==> images/layer_met1.png <==
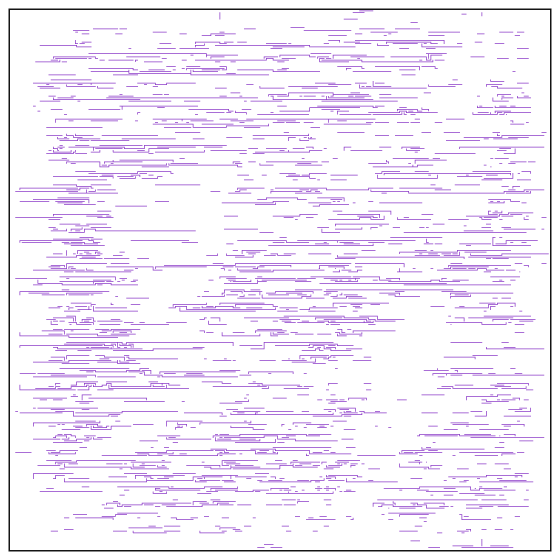
==> images/layer_met2.png <==
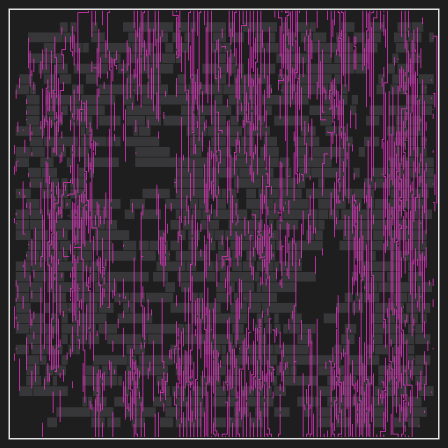
==> images/cell_density.png <==
11 x 11 tiles, from white (low) to dark blue (high), 0 to 100% covered.
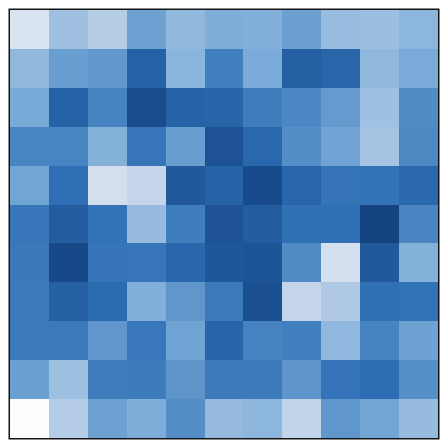
$ cat src/rtl/memory_arbiter.sv
// Single-port RAM arbiter between the fetch stage (instruction reads) and the request unit
// (data reads/writes). Data has priority. A streak counter forces an instruction grant after
// DSTREAK consecutive data grants made while an instruction fetch was waiting.
// Optional build macro: ARB_PERF_EN adds free-running stall counters perf_istall/perf_dstall.
module memory_arbiter #(
  parameter int unsigned AW      = 32,
  parameter int unsigned DW      = 32,
  parameter int unsigned DSTREAK = 4
) (
  input  logic          CLK,
  input  logic          nRST,
  input  logic          iREN,
  input  logic [AW-1:0] iaddr,
  input  logic          dREN,
  input  logic          dWEN,
  input  logic [AW-1:0] daddr,
  input  logic [DW-1:0] dstore,
  output logic          ihit,
  output logic          dhit,
  output logic [DW-1:0] iload,
  output logic [DW-1:0] dload,
  output logic          ramREN,
  output logic          ramWEN,
  output logic [AW-1:0] ramaddr,
  output logic [DW-1:0] ramstore,
  input  logic [DW-1:0] ramload,
  input  logic          ramRDY
`ifdef ARB_PERF_EN
  ,
  output logic [31:0]   perf_istall,
  output logic [31:0]   perf_dstall
`endif
);

  typedef enum logic [1:0] {StIdle, StData, StInstr} state_e;

  localparam logic [3:0] StreakMax = 4'(DSTREAK);

  state_e        state_q, state_d;
  logic [3:0]    streak_q, streak_d;
  logic          lat_wen_q, lat_wen_d;
  logic [AW-1:0] lat_addr_q, lat_addr_d;
  logic [DW-1:0] lat_store_q, lat_store_d;
  logic          dreq;

  assign dreq = dREN | dWEN;

  // Next-state: arbitrate in IDLE and latch the winning request; wait for ramRDY otherwise.
  always_comb begin
    state_d     = state_q;
    streak_d    = streak_q;
    lat_wen_d   = lat_wen_q;
    lat_addr_d  = lat_addr_q;
    lat_store_d = lat_store_q;
    unique case (state_q)
      StIdle: begin
        if (dreq && !(iREN && (streak_q == StreakMax))) begin
          state_d     = StData;
          lat_wen_d   = dWEN;  // read+write together is a write
          lat_addr_d  = daddr;
          lat_store_d = dstore;
          // Only data grants that bypass a waiting fetch extend the streak.
          if (!iREN) begin
            streak_d = 4'd0;
          end else if (streak_q != StreakMax) begin
            streak_d = streak_q + 4'd1;
          end
        end else if (iREN) begin
          state_d     = StInstr;
          lat_wen_d   = 1'b0;
          lat_addr_d  = iaddr;
          lat_store_d = '0;
        end
      end
      StData: begin
        if (ramRDY) state_d = StIdle;
      end
      StInstr: begin
        if (ramRDY) begin
          state_d  = StIdle;
          streak_d = 4'd0;
        end
      end
      default: state_d = StIdle;
    endcase
  end

  // State and latched request registers; async reset abandons any access in flight.
  always_ff @(posedge CLK or negedge nRST) begin
    if (!nRST) begin
      state_q     <= StIdle;
      streak_q    <= 4'd0;
      lat_wen_q   <= 1'b0;
      lat_addr_q  <= '0;
      lat_store_q <= '0;
    end else begin
      state_q     <= state_d;
      streak_q    <= streak_d;
      lat_wen_q   <= lat_wen_d;
      lat_addr_q  <= lat_addr_d;
      lat_store_q <= lat_store_d;
    end
  end

  // RAM port is driven only from latched state; hits and load data follow ramRDY directly.
  always_comb begin
    ramREN   = 1'b0;
    ramWEN   = 1'b0;
    ramaddr  = '0;
    ramstore = '0;
    ihit     = 1'b0;
    dhit     = 1'b0;
    iload    = '0;
    dload    = '0;
    unique case (state_q)
      StData: begin
        ramREN   = ~lat_wen_q;
        ramWEN   = lat_wen_q;
        ramaddr  = {lat_addr_q[AW-1:2], 2'b00};
        ramstore = lat_store_q;
        dhit     = ramRDY;
        if (ramRDY && !lat_wen_q) dload = ramload;
      end
      StInstr: begin
        ramREN  = 1'b1;
        ramaddr = {lat_addr_q[AW-1:2], 2'b00};
        ihit    = ramRDY;
        if (ramRDY) iload = ramload;
      end
      default: ;
    endcase
  end

`ifdef ARB_PERF_EN
  // Stall counters: cycles a request is pending without completing; wrap on overflow.
  always_ff @(posedge CLK or negedge nRST) begin
    if (!nRST) begin
      perf_istall <= '0;
      perf_dstall <= '0;
    end else begin
      if (iREN && !ihit) perf_istall <= perf_istall + 32'd1;
      if (dreq && !dhit) perf_dstall <= perf_dstall + 32'd1;
    end
  end
`endif

endmodule

$ cat config.mk
export PLATFORM = sky130hd
export DESIGN_NAME = memory_arbiter
export DESIGN_NICKNAME = d
export VERILOG_FILES = /design/src/rtl/memory_arbiter.sv
export SDC_FILE = /design/constraint.sdc
export NUM_CORES = 1
export LEC_CHECK = 0
export ABC_CLOCK_PERIOD_IN_PS = 1950
export CAP_MARGIN = 20
export CORE_UTILIZATION = 33
export CTS_CLUSTER_SIZE = 16
export DETAILED_ROUTE_END_ITERATION = 10
export PLACE_DENSITY_LB_ADDON = 0.05
export SYNTH_ARGS = -nofsm -noshare
export SYNTH_HDL_FRONTEND = slang
export SYNTH_SLANG_ARGS = --single-unit
$ cat constraint.sdc
create_clock -name CLK -period 1.95 [get_ports CLK]
set_clock_uncertainty 0.05 [all_clocks]
set_input_delay 0.585 -clock CLK [delete_from_list [all_inputs] [get_ports CLK]]
set_output_delay 0.585 -clock CLK [all_outputs]
set_load 0.005 [all_outputs]
==> results.tsv <==
stage	metric	value	unit
sta	finalSetupViolations	133	
place	place.gp.congestion	0.827	
place	port_buffers	259	
logic_synthesis	xor_share	0	%
global_route	antenna_found_initial	2	
final_layout	logic_gates	323	
worst_setup_path	worstPathRequired	1.31	ns
final_layout	clkbuf_count	12	
pwr	peakVddDrop	0.967	mV
worst_setup_path	cp.arrival	1.80	ns
worst_setup_path	cp-start-kind	flop	
place	post-dp-hpwl	10.8	mm
logic_synthesis	top_area_cell	dfrtp_1	
clock_tree	cts_tree	done	
sta	period_needed	2.44	ns
global_route	overflow	0	
sta	finalClockPeriodUsage	125	%
sta	whs	0.0990	ns
sta	hold_violations	0	
logic_synthesis	top_cell_area_share	43.3	%
final_layout	fillerInstances	926	
final_layout	buf_share	41.1	%
status	violations	design-rule violations, negative setup slack	
logic_synthesis	yosysUniqueCellTypes	37	
final_layout	flops	69	
die	dieArea	0.0125	mm^2
status	status	finished with violations	
logic_synthesis	ff_type	dfrtp_1	
final_layout	seq_area	0.00173	mm^2
logic_synthesis	ys_warn_count	0	
route	highest_layer	met4	
worst_setup_path	rr_worst_depth	7	
route	wire_per_inst	18.3	um
logic_synthesis	synth-edff-count	0	
logic_synthesis	ys_sh_adder	1.57	%
route	drc	20	
pwr	p_sw	4.01	mW
worst_setup_path	r2r-start	state_q[1]	
flow_run	maxCapViolCount	0	
sta	layout_setup_ws	-0.485	ns
final_layout	comb_area_share	29.7	%
worst_hold_path	hold_path.class	input port to async pin	
logic_synthesis	synthCells	445	
route	met2_length	8.35	mm
logic_synthesis	yosys.area_share.simple	26.3	%
clock_tree	cts_max_path_buffers	2	
logic_synthesis	yosys.stat.seqShare	43.3	%
final_layout	nNonClkBuffers	330	
final_layout	final_cell_mix	clkdlybuf4s50_1, buf_6, dfrtp_1	
About layer_met1.png:
nets with wire on the layer: 751
share of all routed wire: 40%
met1 global-route usage: 30.1%
Post-Route WL: 16.3 mm
vias: 4613

About layer_met2.png:
share of all routed wire: 51%
wire length on this layer: 8350 um
GR Layer Usage met2: 44.1%

About cell_density.png:
fullest tile: 93%
nearly empty tiles: 0.80%
tiles over 75% full: 23%
mean over tiles: 61%
densest ninth of the die: centre
final core utilization: 67.2%
Init Core Util: 34.3%
core area: 0.0116 mm^2

==> power groups by stage <==
| stage | registers (mW) | logic, mW | clock network [mW] |
|---|---|---|---|
| 4_1_cts | 2.50 | 7.17 | 1.88 |
| 3_5_place_dp | 2.49 | 5.70 | 0 |
| 6_report | 2.52 | 7.46 | 1.85 |
| 5_1_grt | 2.61 | 8.00 | 1.95 |
| 3_3_place_gp | 2.46 | 5.65 | 0 |
| 2_1_floorplan | 2.40 | 2.66 | 0 |
==> metrics by stage <==
step           setup WS, ns  std cells  power [mW]  setup TNS [ns]
2_1_floorplan        0.0235        446        5.06               0
5_1_grt              -0.538        889        12.6          -49.90
6_report             -0.485        889        11.8          -42.89
4_1_cts              -0.502        879        11.6          -48.35
3_3_place_gp         -0.808        840        8.11          -81.63
3_5_place_dp         -0.855        840        8.19          -84.62
==> flip-flops by register name (all words and copies together) (netlist names) <==
name,flops
lat_addr_q,30
lat_store_q,32
lat_wen_q,1
state_q,2
streak_q,4
==> layer usage <==
layer	vias to the layer above	global-route usage (%)
li1	2167	-
met1	2224	30.1
met2	189	44.1
met3	33	5.50
met4	0	12.9
met5	-	0
==> how the worst max path moves through the flow <==
stage                from         to  slack [ns]  cells after the start
6_report       state_q[0]  dload[17]       -0.49                      8
5_1_grt        state_q[1]   dload[7]       -0.54                      8
4_1_cts        state_q[0]  dload[17]       -0.50                      8
3_5_place_dp       ramRDY  dload[15]       -0.86                      6
3_3_place_gp       ramRDY   dload[9]       -0.81                      6
2_1_floorplan  state_q[1]  dload[10]        0.02                      6
==> critical path: stages (launching register included) <==
cell,delay (ns)
dfrtp_1,0.39
buf_6,0.13
ha_4,0.17
and2_4,0.14
nor2b_4,0.12
buf_6,0.13
buf_16,0.13
and2_4,0.15
buf_6,0.10
Power figures rest on the tool's default switching activity, not on a simulated workload.
